## config.mk

```make
export PLATFORM = sky130hd
export DESIGN_NAME = morse_tx_sequencer
export DESIGN_NICKNAME = d
export VERILOG_FILES = /design/src/rtl/morse_pkg.sv /design/src/rtl/morse_rom.sv /design/src/rtl/morse_tx_sequencer.sv
export SDC_FILE = /design/constraint.sdc
export NUM_CORES = 1
export LEC_CHECK = 0
export CORE_MARGIN = 3
export CORE_UTILIZATION = 35
export DETAILED_ROUTE_END_ITERATION = 8
export GPL_ROUTABILITY_DRIVEN = 0
export PLACE_DENSITY = 0.6
export SLEW_MARGIN = 40
export SYNTH_ARGS = -nofsm -noshare
export SYNTH_HDL_FRONTEND = slang
export SYNTH_SLANG_ARGS = --single-unit
```

## constraint.sdc

```tcl
create_clock -name clk -period 2.5 [get_ports clk]
set_clock_uncertainty 0.15 [all_clocks]
set_input_delay 0.5 -clock clk [delete_from_list [all_inputs] [get_ports clk]]
set_output_delay 0.5 -clock clk [all_outputs]
set_load 0.05 [all_outputs]
```

## src/rtl/morse_pkg.sv

```systemverilog
// Shared types and constants for the Morse transmit sequencer.
package morse_pkg;

  typedef enum logic [2:0] {
    StIdle,
    StMark,
    StSpace,
    StCharGap,
    StWordGap
  } state_e;

  localparam logic [5:0] CODE_SPACE     = 6'd36;
  localparam logic [5:0] CODE_MAX_VALID = 6'd36;

  localparam int unsigned DOT_U        = 1;
  localparam int unsigned DASH_U       = 3;
  localparam int unsigned ELEM_GAP_U   = 1;
  localparam int unsigned CHAR_GAP_U   = 3;
  localparam int unsigned WORD_EXTRA_U = 4;

  // Phase lengths are held as "units remaining minus one" so 1..4 fits in two bits.
  function automatic logic [1:0] load_units(input int unsigned units);
    return 2'(units - 1);
  endfunction

endpackage

```

## src/rtl/morse_rom.sv

```systemverilog
// Combinational character-code to Morse pattern lookup.
// pat is MSB-first over the first len bits, 1 = dash; space returns len 0.
module morse_rom
  import morse_pkg::*;
(
  input  logic [5:0] char_code,
  output logic [2:0] len,
  output logic [4:0] pat,
  output logic       valid
);

  always_comb begin
    {len, pat} = 8'b0;
    valid      = (char_code <= CODE_MAX_VALID);
    case (char_code)
      6'd0:  {len, pat} = {3'd2, 5'b01000}; // A
      6'd1:  {len, pat} = {3'd4, 5'b10000}; // B
      6'd2:  {len, pat} = {3'd4, 5'b10100}; // C
      6'd3:  {len, pat} = {3'd3, 5'b10000}; // D
      6'd4:  {len, pat} = {3'd1, 5'b00000}; // E
      6'd5:  {len, pat} = {3'd4, 5'b00100}; // F
      6'd6:  {len, pat} = {3'd3, 5'b11000}; // G
      6'd7:  {len, pat} = {3'd4, 5'b00000}; // H
      6'd8:  {len, pat} = {3'd2, 5'b00000}; // I
      6'd9:  {len, pat} = {3'd4, 5'b01110}; // J
      6'd10: {len, pat} = {3'd3, 5'b10100}; // K
      6'd11: {len, pat} = {3'd4, 5'b01000}; // L
      6'd12: {len, pat} = {3'd2, 5'b11000}; // M
      6'd13: {len, pat} = {3'd2, 5'b10000}; // N
      6'd14: {len, pat} = {3'd3, 5'b11100}; // O
      6'd15: {len, pat} = {3'd4, 5'b01100}; // P
      6'd16: {len, pat} = {3'd4, 5'b11010}; // Q
      6'd17: {len, pat} = {3'd3, 5'b01000}; // R
      6'd18: {len, pat} = {3'd3, 5'b00000}; // S
      6'd19: {len, pat} = {3'd1, 5'b10000}; // T
      6'd20: {len, pat} = {3'd3, 5'b00100}; // U
      6'd21: {len, pat} = {3'd4, 5'b00010}; // V
      6'd22: {len, pat} = {3'd3, 5'b01100}; // W
      6'd23: {len, pat} = {3'd4, 5'b10010}; // X
      6'd24: {len, pat} = {3'd4, 5'b10110}; // Y
      6'd25: {len, pat} = {3'd4, 5'b11000}; // Z
      6'd26: {len, pat} = {3'd5, 5'b11111}; // 0
      6'd27: {len, pat} = {3'd5, 5'b01111}; // 1
      6'd28: {len, pat} = {3'd5, 5'b00111}; // 2
      6'd29: {len, pat} = {3'd5, 5'b00011}; // 3
      6'd30: {len, pat} = {3'd5, 5'b00001}; // 4
      6'd31: {len, pat} = {3'd5, 5'b00000}; // 5
      6'd32: {len, pat} = {3'd5, 5'b10000}; // 6
      6'd33: {len, pat} = {3'd5, 5'b11000}; // 7
      6'd34: {len, pat} = {3'd5, 5'b11100}; // 8
      6'd35: {len, pat} = {3'd5, 5'b11110}; // 9
      default: {len, pat} = 8'b0;
    endcase
  end

endmodule

```

## src/rtl/morse_tx_sequencer.sv

```systemverilog
// Morse transmit sequencer: accepts one character per handshake and keys morse_out with
// standard unit timing. Optional sidetone generator enabled by `define SIDETONE_EN.
module morse_tx_sequencer
  import morse_pkg::*;
#(
  parameter int unsigned UNIT_CYCLES      = 1000000,
  parameter int unsigned CNT_W            = 20,
  parameter int unsigned TONE_HALF_CYCLES = 8333
) (
  input  logic       clk,
  input  logic       rst,
  input  logic       char_valid,
  input  logic [5:0] char_code,
  output logic       char_ready,
  output logic       morse_out,
  output logic       busy,
  output logic       err,
  output logic       tone_out
);

  state_e           state_q, state_d;
  logic [CNT_W-1:0] unit_cnt_q, unit_cnt_d;
  logic [1:0]       units_q, units_d;
  logic [2:0]       len_q, len_d;
  logic [4:0]       pat_q, pat_d;
  logic [2:0]       idx_q, idx_d;
  logic             err_d;
  logic             morse_out_q, busy_q, char_ready_q, err_q;

  logic [2:0] rom_len;
  logic [4:0] rom_pat;
  logic       rom_valid;
  logic       transfer;
  logic       tick;

  morse_rom u_rom (
    .char_code (char_code),
    .len       (rom_len),
    .pat       (rom_pat),
    .valid     (rom_valid)
  );

  assign transfer = char_valid && char_ready_q;
  assign tick     = (state_q != StIdle) && (unit_cnt_q == CNT_W'(UNIT_CYCLES - 1));

  // Phases always end on a tick, so the counter is already 0 at each phase start.
  always_comb begin
    unit_cnt_d = unit_cnt_q + 1'b1;
    if (state_q == StIdle || tick) begin
      unit_cnt_d = '0;
    end
  end

  always_comb begin
    state_d = state_q;
    units_d = units_q;
    len_d   = len_q;
    pat_d   = pat_q;
    idx_d   = idx_q;
    err_d   = 1'b0;
    unique case (state_q)
      StIdle: begin
        if (transfer) begin
          if (char_code == CODE_SPACE) begin
            state_d = StWordGap;
            units_d = load_units(WORD_EXTRA_U);
          end else if (rom_valid) begin
            state_d = StMark;
            len_d   = rom_len;
            pat_d   = rom_pat;
            idx_d   = 3'd0;
            units_d = rom_pat[4] ? load_units(DASH_U) : load_units(DOT_U);
          end else begin
            err_d = 1'b1;
          end
        end
      end
      StMark: begin
        if (tick) begin
          if (units_q != 2'd0) begin
            units_d = units_q - 2'd1;
          end else if (idx_q == 3'(len_q - 3'd1)) begin
            state_d = StCharGap;
            units_d = load_units(CHAR_GAP_U);
          end else begin
            state_d = StSpace;
            units_d = load_units(ELEM_GAP_U);
          end
        end
      end
      StSpace: begin
        if (tick) begin
          if (units_q != 2'd0) begin
            units_d = units_q - 2'd1;
          end else begin
            state_d = StMark;
            idx_d   = idx_q + 3'd1;
            pat_d   = {pat_q[3:0], 1'b0};
            units_d = pat_q[3] ? load_units(DASH_U) : load_units(DOT_U);
          end
        end
      end
      StCharGap, StWordGap: begin
        if (tick) begin
          if (units_q != 2'd0) begin
            units_d = units_q - 2'd1;
          end else begin
            state_d = StIdle;
          end
        end
      end
      default: state_d = StIdle;
    endcase
  end

  always_ff @(posedge clk or posedge rst) begin
    if (rst) begin
      state_q      <= StIdle;
      unit_cnt_q   <= '0;
      units_q      <= '0;
      len_q        <= '0;
      pat_q        <= '0;
      idx_q        <= '0;
      morse_out_q  <= 1'b0;
      busy_q       <= 1'b0;
      char_ready_q <= 1'b1;
      err_q        <= 1'b0;
    end else begin
      state_q      <= state_d;
      unit_cnt_q   <= unit_cnt_d;
      units_q      <= units_d;
      len_q        <= len_d;
      pat_q        <= pat_d;
      idx_q        <= idx_d;
      morse_out_q  <= (state_d == StMark);
      busy_q       <= (state_d != StIdle);
      char_ready_q <= (state_d == StIdle);
      err_q        <= err_d;
    end
  end

  assign morse_out  = morse_out_q;
  assign busy       = busy_q;
  assign char_ready = char_ready_q;
  assign err        = err_q;

`ifdef SIDETONE_EN
  localparam int unsigned ToneW = (TONE_HALF_CYCLES > 1) ? $clog2(TONE_HALF_CYCLES) : 1;

  logic [ToneW-1:0] tone_cnt_q;
  logic             tone_q;

  always_ff @(posedge clk or posedge rst) begin
    if (rst) begin
      tone_cnt_q <= '0;
      tone_q     <= 1'b0;
    end else if (!morse_out_q) begin
      tone_cnt_q <= '0;
      tone_q     <= 1'b0;
    end else if (tone_cnt_q == ToneW'(TONE_HALF_CYCLES - 1)) begin
      tone_cnt_q <= '0;
      tone_q     <= ~tone_q;
    end else begin
      tone_cnt_q <= tone_cnt_q + 1'b1;
    end
  end

  // Mask so the tone stops on the same cycle the key line drops.
  assign tone_out = tone_q & morse_out_q;
`else
  logic unused_tone_cfg;
  assign unused_tone_cfg = (TONE_HALF_CYCLES == 0);
  assign tone_out        = 1'b0;
`endif

endmodule

```

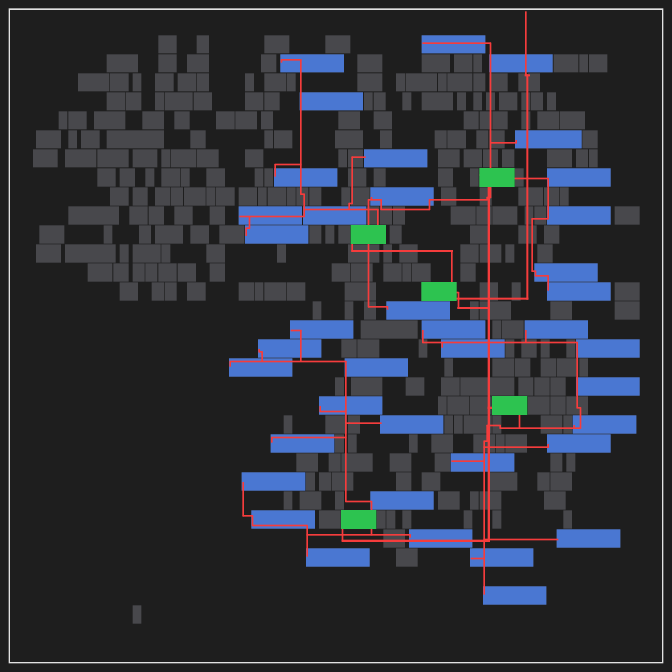
Fig. 1. Routed clock nets over the placement.
legend:
  green:
    item: cells driving clock nets
    count: 5
  blue:
    item: flip-flops
    count: 39
  red:
    item: clock wires
    length: 556 um
routed clock nets: 6
Clock Power: 433 uW
worst-skew pair later-pin latency: 0.30 ns

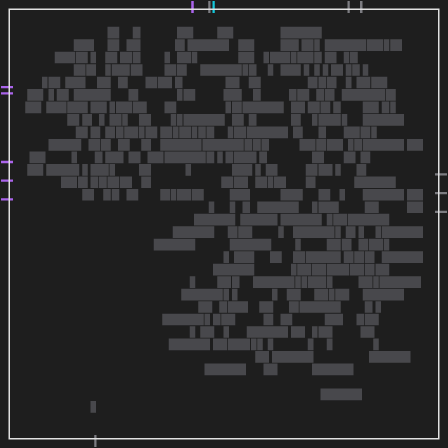
Fig. 2. Pin placement.
Pins as bars across the die edge, other pins in gray.
legend:
  purple:
    port: `char_code`
    pins: 6
    direction: input
    edge: 5 west, 1 north
  cyan:
    port: `err`
    pins: 1
    direction: output
    edge: north
all pins by edge: 5 west, 5 north, 3 east, 1 south
# port buffers: 12
width of the die: 93.32 um

==> flow_summary.toml <==
# generated from flow reports
[flow_run]
warnings = 31

[layout]
buffer_area_frac = 0.1044
seq_cell_count = 39
n_all_buffers = 36
drive_gt1_frac = 0.1503
final_util = 0.4250

[sta]
post-route-period-util = 0.9282
finalSetupTns_ns = 0
worst_pin_slew_ns = 0.5042

[clock_network]
clock-sinks = 39
root_buffer = "clkbuf_8"
cts_tree = "done"
cts_buffers = 5

[critical_path]
crit_start = "char_ready$_DFF_PP1_"

[synthesis]
ys_area_um2 = 2669
ys_sh_aoi = 0.1566
synth_adder_area_share = 0.04688
synthMostInstantiatedCell = "nor2_1"

[run_status]
status = "completed"

[drt]
first_pass_iters = 4
Power is estimated from default activity; no workload was simulated.
